run_1/ff_map.png
Scale: 3 px per um. Other sequential cells in the stronger gray, the rest of the logic in the fainter gray.
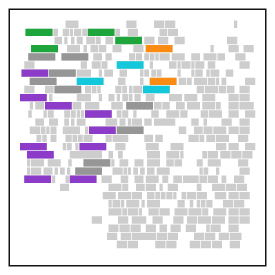
run_1/class_map.png
Scale: 3 px per um.
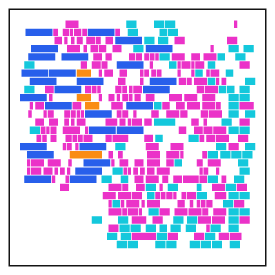
run_1/placed.png
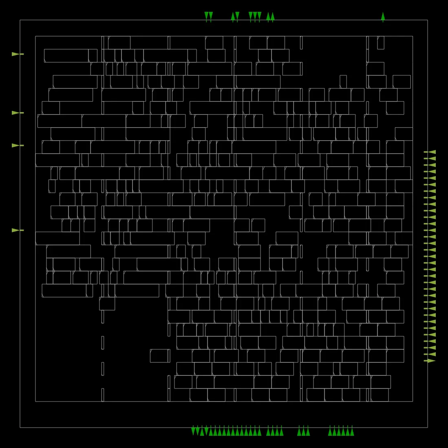
==> src/rtl/zapper_hit_sequencer.sv <==
// Light-gun hit sequencer: blanks the screen for one frame, then flashes each
// enabled duck's box for one frame each, and reports which box the photodiode saw.
module zapper_hit_sequencer #(
  parameter int NUM_TARGETS = 2,
  parameter int BOX_W       = 32,
  parameter int BOX_H       = 32,
  parameter int LIGHT_MIN   = 64,
  parameter int COOLDOWN    = 15
) (
  input  logic                      clk,
  input  logic                      rst_n,
  input  logic                      frame_tick,
  input  logic                      valid,
  input  logic [9:0]                col,
  input  logic [9:0]                row,
  input  logic                      trigger,
  input  logic                      light,
  input  logic [NUM_TARGETS-1:0]    target_en,
  input  logic [10*NUM_TARGETS-1:0] target_x,
  input  logic [10*NUM_TARGETS-1:0] target_y,
  output logic [1:0]                scene,
  output logic                      box_on,
  output logic                      busy,
  output logic                      hit_valid,
  output logic                      hit,
  output logic [1:0]                hit_id
);

  // state    | meaning
  // IDLE     | normal scene, waiting for a synchronized trigger rise
  // ARM      | trigger accepted, waiting for the next frame start
  // BLACK    | one blanked frame; light here means the gun sees a lamp
  // TARGET   | one frame per enabled duck showing its white box
  // DONE     | one-clk result strobe
  // COOLDOWN | counting frames before a new trigger is accepted

  typedef enum logic [2:0] {
    S_IDLE, S_ARM, S_BLACK, S_TARGET, S_DONE, S_COOLDOWN
  } state_t;

  localparam logic [1:0] SCENE_NORMAL = 2'd0;
  localparam logic [1:0] SCENE_BLACK  = 2'd1;
  localparam logic [1:0] SCENE_TARGET = 2'd2;
  localparam int CD_W = (COOLDOWN < 2) ? 1 : $clog2(COOLDOWN + 1);

  state_t          state;
  logic [1:0]      idx;
  logic [CD_W-1:0] cd_cnt;
  logic [9:0]      light_cnt;
  logic            trig_meta, trig_sync, trig_prev;
  logic            light_meta, light_sync;
  logic            trig_rise, light_seen;
  logic [2:0]      first_en, next_en;
  logic [9:0]      box_x, box_y;
  logic            in_x, in_y;

  // Returns {found, index} of the lowest enabled duck at or above start_idx.
  function automatic logic [2:0] find_en(input logic [NUM_TARGETS-1:0] en,
                                         input logic [2:0] start_idx);
    logic [2:0] res;
    res = '0;
    for (int i = NUM_TARGETS - 1; i >= 0; i--) begin
      if (en[i] && (i >= int'(start_idx))) res = {1'b1, 2'(i)};
    end
    return res;
  endfunction

  always_ff @(posedge clk or negedge rst_n) begin
    if (!rst_n) begin
      trig_meta  <= 1'b0;
      trig_sync  <= 1'b0;
      trig_prev  <= 1'b0;
      light_meta <= 1'b0;
      light_sync <= 1'b0;
    end else begin
      trig_meta  <= trigger;
      trig_sync  <= trig_meta;
      trig_prev  <= trig_sync;
      light_meta <= light;
      light_sync <= light_meta;
    end
  end

  assign trig_rise = trig_sync & ~trig_prev;

  always_ff @(posedge clk or negedge rst_n) begin
    if (!rst_n) begin
      light_cnt <= '0;
    end else if (frame_tick) begin
      light_cnt <= '0;
    end else if (valid && light_sync && (light_cnt != '1)) begin
      light_cnt <= light_cnt + 10'd1;
    end
  end

  assign light_seen = (light_cnt >= 10'(LIGHT_MIN));
  assign first_en   = find_en(target_en, 3'd0);
  assign next_en    = find_en(target_en, {1'b0, idx} + 3'd1);

  always_comb begin
    box_x = '0;
    box_y = '0;
    for (int i = 0; i < NUM_TARGETS; i++) begin
      if (idx == 2'(i)) begin
        box_x = target_x[10*i +: 10];
        box_y = target_y[10*i +: 10];
      end
    end
  end

  // 11-bit compare keeps a box near the right/bottom edge from wrapping to 0.
  assign in_x = ({1'b0, col} >= {1'b0, box_x}) &&
                ({1'b0, col} <  ({1'b0, box_x} + 11'(BOX_W)));
  assign in_y = ({1'b0, row} >= {1'b0, box_y}) &&
                ({1'b0, row} <  ({1'b0, box_y} + 11'(BOX_H)));

  assign box_on = (state == S_TARGET) && valid && in_x && in_y;
  assign busy   = (state != S_IDLE) && (state != S_COOLDOWN);

  always_ff @(posedge clk or negedge rst_n) begin
    if (!rst_n) begin
      state     <= S_IDLE;
      scene     <= SCENE_NORMAL;
      idx       <= '0;
      cd_cnt    <= '0;
      hit_valid <= 1'b0;
      hit       <= 1'b0;
      hit_id    <= '0;
    end else begin
      hit_valid <= 1'b0;
      case (state)
        S_IDLE: begin
          if (trig_rise) state <= S_ARM;
        end
        S_ARM: begin
          if (frame_tick) begin
            state <= S_BLACK;
            scene <= SCENE_BLACK;
          end
        end
        S_BLACK: begin
          if (frame_tick) begin
            if (light_seen || !first_en[2]) begin
              state     <= S_DONE;
              scene     <= SCENE_NORMAL;
              hit_valid <= 1'b1;
              hit       <= 1'b0;
              hit_id    <= '0;
            end else begin
              state <= S_TARGET;
              scene <= SCENE_TARGET;
              idx   <= first_en[1:0];
            end
          end
        end
        S_TARGET: begin
          if (frame_tick) begin
            if (light_seen) begin
              state     <= S_DONE;
              scene     <= SCENE_NORMAL;
              hit_valid <= 1'b1;
              hit       <= 1'b1;
              hit_id    <= idx;
            end else if (next_en[2]) begin
              idx <= next_en[1:0];
            end else begin
              state     <= S_DONE;
              scene     <= SCENE_NORMAL;
              hit_valid <= 1'b1;
              hit       <= 1'b0;
              hit_id    <= '0;
            end
          end
        end
        S_DONE: begin
          state  <= S_COOLDOWN;
          cd_cnt <= CD_W'(COOLDOWN);
        end
        S_COOLDOWN: begin
          if (frame_tick) begin
            if (cd_cnt <= CD_W'(1)) state <= S_IDLE;
            else                    cd_cnt <= cd_cnt - CD_W'(1);
          end
        end
        default: begin
          state <= S_IDLE;
          scene <= SCENE_NORMAL;
        end
      endcase
    end
  end

endmodule

==> config.mk <==
export PLATFORM = sky130hd
export DESIGN_NAME = zapper_hit_sequencer
export DESIGN_NICKNAME = d
export VERILOG_FILES = /design/src/rtl/zapper_hit_sequencer.sv
export SDC_FILE = /design/constraint.sdc
export NUM_CORES = 1
export LEC_CHECK = 0
export ABC_CLOCK_PERIOD_IN_PS = 3540
export CAP_MARGIN = 40
export CORE_MARGIN = 3
export CORE_UTILIZATION = 40
export CTS_BUF_LIST = sky130_fd_sc_hd__clkbuf_8 sky130_fd_sc_hd__clkbuf_16
export CTS_CLUSTER_SIZE = 16
export DETAILED_ROUTE_END_ITERATION = 12
export PLACE_DENSITY = 0.7
export SLEW_MARGIN = 10
export SYNTH_ARGS = -nofsm -noshare
export SYNTH_HDL_FRONTEND = slang
export SYNTH_SLANG_ARGS = --single-unit
==> constraint.sdc <==
create_clock -name clk -period 3.54 [get_ports clk]
set_input_delay 0.531 -clock clk [delete_from_list [all_inputs] [get_ports clk]]
set_output_delay 0.531 -clock clk [all_outputs]
set_load 0.01 [all_outputs]
==> results.ini, run 1 <==
[floorplanning]
floorplan.core_util_pct=41.65
fp.dieH_um=84.98

[power_and_ir_drop]
power.density_nw_per_um2=490.1
leakagePower_nw=1.546

[logic_synthesis]
edf_count=0
synth_nets=379
ys_cells=275
async_flop_share_pct=100.0
syn_area_um2=2495
ys_ff=28
ys_sh_adder_pct=18.05
top_area_cell=dfrtp_1
synthTopCellsByCount=ha_1 (36), dfrtp_1 (28), nor2_1 (24)
synthFlopType=dfrtp_1
top_cell_area_share_pct=28.08
simple_gate_share_pct=18.10

[global_routing]
grt_pass1_wl_um=10080
grt_use_total_pct=16.59
grt_max_degree=29
grt_pass1_vias=2251

[cts]
cts_root_buf=clkbuf_8
cts_tree=done
cts_sinks=28
cts_made_buffers=3

[timing]
setup_viol=0
layout_setup_ws_ps=186.1
tightest_slew_ps=634.3
rsz0062_at_grt=no

[detailed_routing]
wirelength_um=5980
dr_total_vias=2306
vias_per_cell=5.289
drt_iter0_drc=50
drt-wirelength-per-cell_um=13.72

[status]
status=completed

[worst_setup_path]
path_max_fanout=4

[job]
maxCapViolCount=0

[placement]
place_congestion=0.7536
placed_cell_area_um2=3420

[finish]
final_nets=466

Notes on ff_map.png above:
| name in the netlist | color | sequential cells |
|---|---|---|
| cd_cnt | green | 4 |
| light_cnt | purple | 10 |
| state | cyan | 3 |
| scene | orange | 2 |
FF+latch area: 700.7 um^2
total sequential power: 0.446 mW
Util after Layout: 58.81%
fraction of area in registers: 19.89%

Notes on class_map.png above:
| class | color | cells | share of their area |
|---|---|---|---|
| remaining logic cells | magenta | 238 | 52% |
| remaining buffers and delay cells | cyan | 91 | 26% |
| clock drivers and dummy loads | orange | 4 | 2.1% |
| sequential cells | blue | 28 | 20% |
Design Area, Final: 3523 um^2
Core ar.: 5991 um^2
Rows: 28

Notes on placed.png above:
tap cells: 75
sequential cells: 28
fillers: 547

run 1: final timing paths:
check,from,end,slack (ps),cells past startpoint
max reg2reg,light_cnt[9]$_DFFE_PN0P_,hit$_DFFE_PN0P_,1540,4
max in group asynchronous,rst_n,light_cnt[7]$_DFFE_PN0P_,2640,2
min,light_meta$_DFF_PN0_,light_sync$_DFF_PN0_,360,0
min reg2reg,light_meta$_DFF_PN0_,light_sync$_DFF_PN0_,360,0
max,target_y[16],box_on,190,12
min in group asynchronous,rst_n,scene[0]$_DFFE_PN0P_,630,2
run 1: critical path, cell delays in order:
cell	delay (ps)
clkdlybuf4s50_1	410
mux2i_2	190
inv_1	70
ha_1	280
inv_1	40
ha_1	320
a21oi_1	150
o211ai_1	120
o2111ai_1	200
a21boi_1	130
a2111oi_2	200
buf_2	190
run 1: what timing repair did:
action,4_1_cts,5_1_grt
resized,8,7
cloned,0,0
pin swaps,1,2
endpoints found under the setup margin,1,1
run 1: power by group:
| part | internal, mW | switching, mW | total [mW] |
|---|---|---|---|
| Clock | 0.151 | 0.0940 | 0.245 |
| Combinational | 0.553 | 0.482 | 1.04 |
| Sequential | 0.370 | 0.0766 | 0.446 |
run 1: cell type report:
class / instances / area, um^2 / share of cell area (%)
Clock buffer: 3 / 41.29 / 1.172
Clock inverter: 1 / 30.03 / 0.8523
Inverter: 17 / 63.81 / 1.811
Multi-Input combinational cell: 221 / 1718 / 48.76
Sequential cell: 28 / 700.7 / 19.89
Tap cell: 75 / 93.84 / 2.663
Timing Repair Buffer: 91 / 875.8 / 24.86
run 1: placed cells by master, fill, tap and decap left out, types with 3 or more instances in the layout:
master | netlist | routed
xnor2_1 | 7 | 7
o211ai_1 | 3 | 3
a21oi_1 | 12 | 12
nand3_1 | 9 | 9
nor3_1 | 6 | 5
a211o_1 | 3 | 3
dfrtp_1 | 28 | 28
mux2i_1 | 20 | 17
nor2b_1 | 4 | 4
a21o_1 | 5 | 5
clkdlybuf4s50_1 | 0 | 73
ha_1 | 36 | 36
o21ai_0 | 9 | 9
nand2b_1 | 7 | 7
buf_4 | 2 | 16
xor2_1 | 7 | 7
clkbuf_8 | 0 | 3
nand4_1 | 4 | 4
nor2_1 | 24 | 24
nand2_1 | 16 | 16
o21a_1 | 5 | 5
or3_1 | 4 | 4
inv_1 | 17 | 17
run 1: cell families after synthesis:
| kind of cell | Yosys count |
|---|---|
| AND/OR/NAND/NOR | 87 |
| AND-OR/OR-AND | 60 |
| adder cells (fa/ha/maj) | 36 |
| flip-flops | 28 |
| buffers and inverters | 26 |
| multiplexers | 23 |
| XOR/XNOR | 14 |
| other | 1 |
run 1: per-layer routing:
layer	GRT usage [%]	part of all wire, %
met2	29.45	50
met1	21.53	45
met5	0	0
met4	3.741	0.79
met3	1.942	4.4
run 1: registers in the layout, indices dropped and copies added, names as in the netlist, 2 cells and up:
| name | flops |
|---|---|
| light_cnt | 10 |
| cd_cnt | 4 |
| scene | 2 |
| state | 3 |
==> run 2, diff against run 1 <==
--- a/config.mk
+++ b/config.mk
@@ -10,6 +10,7 @@
 export CORE_MARGIN = 3
 export CORE_UTILIZATION = 40
 export CTS_BUF_LIST = sky130_fd_sc_hd__clkbuf_8 sky130_fd_sc_hd__clkbuf_16
+export CTS_CLUSTER_DIAMETER = 120
 export CTS_CLUSTER_SIZE = 16
 export DETAILED_ROUTE_END_ITERATION = 12
 export PLACE_DENSITY = 0.7
run_2/port_trees.png
Scale: 6 px per um.
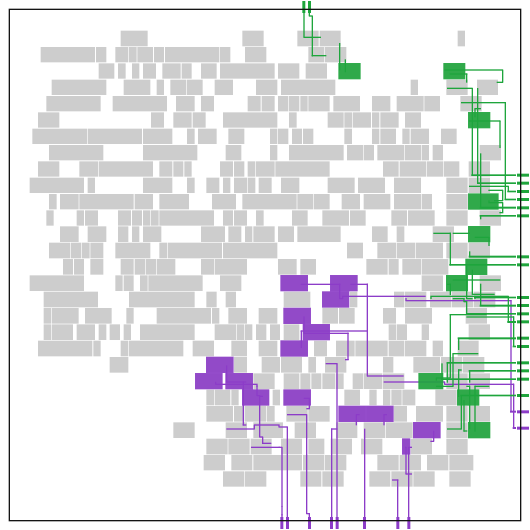
| port | color | direction | edge | end cells | wire |
|---|---|---|---|---|---|
| target_y | green | input | 18 east, 2 north | 10 | 409 um |
| col | purple | input | 8 south, 2 east | 15 | 333 um |
number of I/O port buffers: 74
num ports: 76

==> results.ini, run 2 <==
[finish]
nFillCells=547  ; unchanged
final_nets=466  ; unchanged
largest_register=light_cnt  ; unchanged
final_core_util_pct=58.81  ; unchanged
final_cell_mix=clkdlybuf4s50_1 (73), ha_1 (36), dfrtp_1 (28)  ; unchanged
mostFrequentLayoutCell=clkdlybuf4s50_1  ; unchanged

[detailed_routing]
wl_met3_um=265  ; unchanged
wl_met1_um=2700  ; unchanged
dr_total_vias=2306  ; unchanged
top_layer_used=met4  ; unchanged
drt-wirelength-per-cell_um=13.72  ; unchanged
drt_iter0_drc=50  ; unchanged

[worst_setup_path]
r2r-start=light_cnt[9]$_DFFE_PN0P_  ; unchanged
r2r_slack_ps=1540  ; about the same
rr_worst_depth=4  ; unchanged
path_cells=clkdlybuf4s50_1, mux2i_2, inv_1, ha_1, inv_1, ha_1, a21oi_1, o211ai_1, o2111ai_1, a21boi_1, a2111oi_2, buf_2  ; unchanged
worstReg2RegEnd=hit$_DFFE_PN0P_  ; unchanged
slowest_delay_ps=410  ; about the same
critPathSlowestCell=clkdlybuf4s50_1  ; unchanged

[logic_synthesis]
async_flop_share_pct=100.0  ; unchanged
top_area_cell=dfrtp_1  ; unchanged
ys_ff=28  ; unchanged
synthFlopType=dfrtp_1  ; unchanged
synth_nets=379  ; unchanged

[global_routing]
grt_pass1_vias=2251  ; unchanged
grt_max_degree=29  ; unchanged
grt_pass1_wl_um=10080  ; unchanged
grt_use_total_pct=16.59  ; unchanged

[worst_hold_path]
whs_path_depth=0  ; unchanged
hp-start=light_meta$_DFF_PN0_  ; unchanged
hold_path_end=light_sync$_DFF_PN0_  ; unchanged

[power_and_ir_drop]
leakagePower_nw=1.546  ; unchanged
power.density_nw_per_um2=490.1  ; unchanged

[timing]
tightest_slew_ps=634.3  ; unchanged
setup_viol=0  ; unchanged

[cts]
cts_root_buf=clkbuf_8  ; unchanged
cts_made_buffers=3  ; unchanged

[floorplanning]
floorplan.core_util_pct=41.65  ; unchanged
rows=28  ; unchanged

[placement]
place_congestion=0.7536  ; unchanged

[status]
status=completed  ; unchanged

[job]
maxCapViolCount=0  ; unchanged

run_2/class_map.png
Scale: 3 px per um.
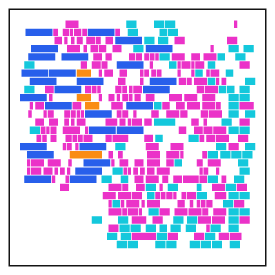
| class | color | cells | share of their area |
|---|---|---|---|
| remaining buffers and delay cells | cyan | 91 | 26% |
| clock drivers and dummy loads | orange | 4 | 2.1% |
| sequential cells | blue | 28 | 20% |
| remaining logic cells | magenta | 238 | 52% |

## run 2: cell counts in the layout (fill, tap and decap cells not counted)
Identical to the previous run, type by type.
## run 2: layout make-up
cell class,count,area [um^2],share of cell area [%]
flip-flops and latches,28,700.7,19.89
clock buffers,3,41.29,1.172
repair buffers,91,875.8,24.86
multi-input cells,221,1718,48.76
inverters,17,63.81,1.811
well taps,75,93.84,2.663
clock inverters,1,30.03,0.8523
## run 2: what timing repair did
item / in CTS / in global routing
cloned: 0 / 0
setup buffers: 0 / 0
endpoints found under the setup margin: 1 / 1
gates resized: 8 / 7
pin swaps: 1 / 2
## run 2: where the power goes
part / leakage (nW) / switching [mW] / internal, mW / total [mW]
combinational: 1.16 / 0.482 / 0.553 / 1.04
clock: 0.0357 / 0.0940 / 0.151 / 0.245
sequential: 0.350 / 0.0766 / 0.370 / 0.446
total: 1.55 / 0.653 / 1.07 / 1.73
## run 2: layer usage
layer  vias to the layer above  GRT usage [%]
li1                       1168              -
met1                      1087          21.53
met2                        47          29.45
met3                         4          1.942
met4                         0          3.741
met5                         -              0
## run 2: cell families after synthesis
| family | share of synthesized area (%) |
|---|---|
| flops | 28.08 |
| buf+inv | 4.563 |
| fa+ha+maj | 18.05 |
| compound gates | 16.60 |
| other cells | 0.1503 |
| xor+xnor | 4.915 |
| simple gates | 18.10 |
| mux | 9.528 |
## run 2: worst max-delay path by stage
| stage | end | from | cells after the start | slack [ps] |
|---|---|---|---|---|
| detailed placement | box_on | target_y[16] | 12 | -480 |
| global placement | box_on | target_y[15] | 12 | -330 |
| CTS | box_on | target_y[16] | 12 | 4 |
| global route | box_on | target_y[15] | 12 | 20 |
| floorplan | box_on | idx[0]$_DFFE_PN0P_ | 9 | 180 |
| finish | box_on | target_y[16] | 12 | 190 |
## run 2: metrics by stage
stage          setup TNS [ps]  power, mW  cell area (um^2)
2_1_floorplan               0      1.087              2495
3_3_place_gp           -328.5      1.438              3420
3_5_place_dp           -476.4      1.462              3420
4_1_cts                     0      1.718              3492
5_1_grt                     0      1.879              3523
6_report                    0      1.727              3523
## run 2: critical path: cells and delay by family
kind	cells	cell delay (ps)
multiplexers	1	190
adder cells (fa/ha/maj)	2	600
buffers and inverters	4	710
AND-OR/OR-AND	5	800
==> run 3, diff against run 2 <==
--- a/config.mk
+++ b/config.mk
@@ -10,10 +10,10 @@
 export CORE_MARGIN = 3
 export CORE_UTILIZATION = 40
 export CTS_BUF_LIST = sky130_fd_sc_hd__clkbuf_8 sky130_fd_sc_hd__clkbuf_16
-export CTS_CLUSTER_DIAMETER = 120
 export CTS_CLUSTER_SIZE = 16
 export DETAILED_ROUTE_END_ITERATION = 12
 export PLACE_DENSITY = 0.7
+export REMOVE_ABC_BUFFERS = 1
 export SLEW_MARGIN = 10
 export SYNTH_ARGS = -nofsm -noshare
 export SYNTH_HDL_FRONTEND = slang
run_3/clock_wires.png
Scale: 3 px per um.
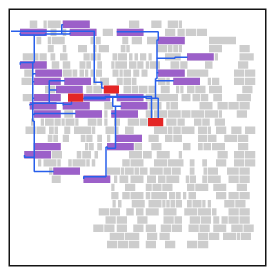
[flip-flops] purple | count: 28
[clock wires] blue | length: 353 um
[clock-net drivers] red | count: 3
routed clock nets: 4
Clock Skew: 1.849 ps
Clock group: 0.251 mW
clock network power share: 14.1%
Latency at later pin: 270 ps

==> results.ini, run 3 <==
[status]
status=completed  ; unchanged

[worst_hold_path]
hold_path_end=light_sync$_DFF_PN0_  ; unchanged

[finish]
final_nets=470  ; was 466
final_cell_mix=clkdlybuf4s50_1 (73), ha_1 (35), dfrtp_1 (28)  ; was clkdlybuf4s50_1 (73), ha_1 (36), dfrtp_1 (28)
mostFrequentLayoutCell=clkdlybuf4s50_1  ; unchanged
largest_register=light_cnt  ; unchanged

[logic_synthesis]
synthTopCellsByCount=ha_1 (36), dfrtp_1 (28), nor2_1 (24)  ; unchanged
ys_ff=28  ; unchanged
top_cell_area_share_pct=28.08  ; unchanged
syn_area_um2=2495  ; unchanged

[detailed_routing]
vias_per_cell=5.173  ; was 5.289
dr_total_vias=2276  ; was 2,306
drt-wirelength-per-cell_um=13.44  ; was 13.72 um

[worst_setup_path]
worstReg2RegEnd=hit$_DFFE_PN0P_  ; unchanged
r2r_slack_ps=1530  ; was 1540 ps

[floorplanning]
rows=28  ; unchanged
fp.dieH_um=84.98  ; unchanged
floorplan.core_util_pct=41.65  ; unchanged

[global_routing]
grt_max_degree=29  ; unchanged

[timing]
setup_viol=0  ; unchanged

[cts]
cts_root_buf=clkbuf_8  ; unchanged

[power_and_ir_drop]
leakagePower_nw=1.567  ; was 1.546 nW

run_3/placed.png
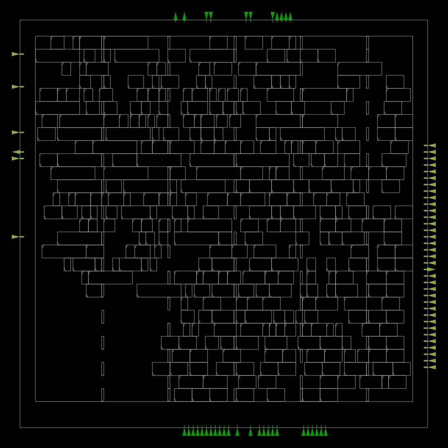
fillers: 523
fraction of area in registers: 19.58%
Final Non-Filler Cells: 440
Util after Layout: 59.73%

==> run 3: cell count changes in the layout (fill, tap and decap cells not counted), sizes merged <==
cell / previous run / this run
buf: 18 / 22
==> run 3: kinds of logic (layout without fill, tap and decap cells) <==
family	Yosys count	in the layout	synth area share [%]
compound gates	60	60	16.60
other cells	1	1	0.1503
mux	23	23	9.528
fa+ha+maj	36	36	18.05
simple gates	87	87	18.10
flops	28	28	28.08
buf+inv	26	116	4.563
xor+xnor	14	14	4.915
==> run 3: repair_timing <==
item                                    CTS  global route
endpoints found under the setup margin    1             1
buffers inserted                          0             0
pin swaps                                 1             4
gates resized                            10             9
==> run 3: worst max-delay path by stage <==
| stage | start | to | slack [ps] | cells past startpoint |
|---|---|---|---|---|
| after floorplan | idx[0]$_DFFE_PN0P_ | box_on | 20 | 10 |
| after global placement | target_y[15] | box_on | -290 | 12 |
| after detailed placement | target_x[16] | box_on | -480 | 10 |
| after CTS | target_y[16] | box_on | 40 | 12 |
| after global routing | target_x[17] | box_on | 0.4 | 10 |
| final | target_x[17] | box_on | 200 | 10 |
==> run 3: cell type report <==
type	count	area [um^2]	share of cell area, %
flip-flops and latches	28	700.7	19.58
repair buffers	95	905.9	25.31
well taps	75	93.84	2.622
inverters	17	63.81	1.783
clock buffers	3	41.29	1.154
multi-input cells	221	1743	48.71
clock inverters	1	30.03	0.8392
==> run 3: critical path, stage by stage <==
cell	delay (ps)
clkdlybuf4s50_1	450
mux2i_1	90
nor3_2	260
xor2_1	210
ha_1	270
a21o_1	190
a211oi_2	240
a21oi_2	90
a2111oi_2	280
buf_2	190
==> run 3: per-stage QoR <==
step / instances / power (mW) / area [um^2]
after floorplan: 266 / 1.059 / 2445
after global routing: 440 / 1.951 / 3578
final: 440 / 1.779 / 3578
after detailed placement: 436 / 1.486 / 3450
after CTS: 440 / 1.769 / 3543
after global placement: 436 / 1.460 / 3450
==> run 3: layer usage <==
layer  vias up  GRT usage, %  part of all wire [%]
met1      1052         21.85                    47
met4         0         2.158                  0.29
met5         -             0                     0
met3         2         3.398                   4.2
met2        44         29.24                    48
li1       1178             -                     -
==> run 3: where the power goes <==
group	switching (mW)	total, mW	internal (mW)
clock network	0.0997	0.251	0.151
logic	0.522	1.11	0.589
registers	0.0470	0.417	0.370
Power is estimated from default activity; no workload was simulated.
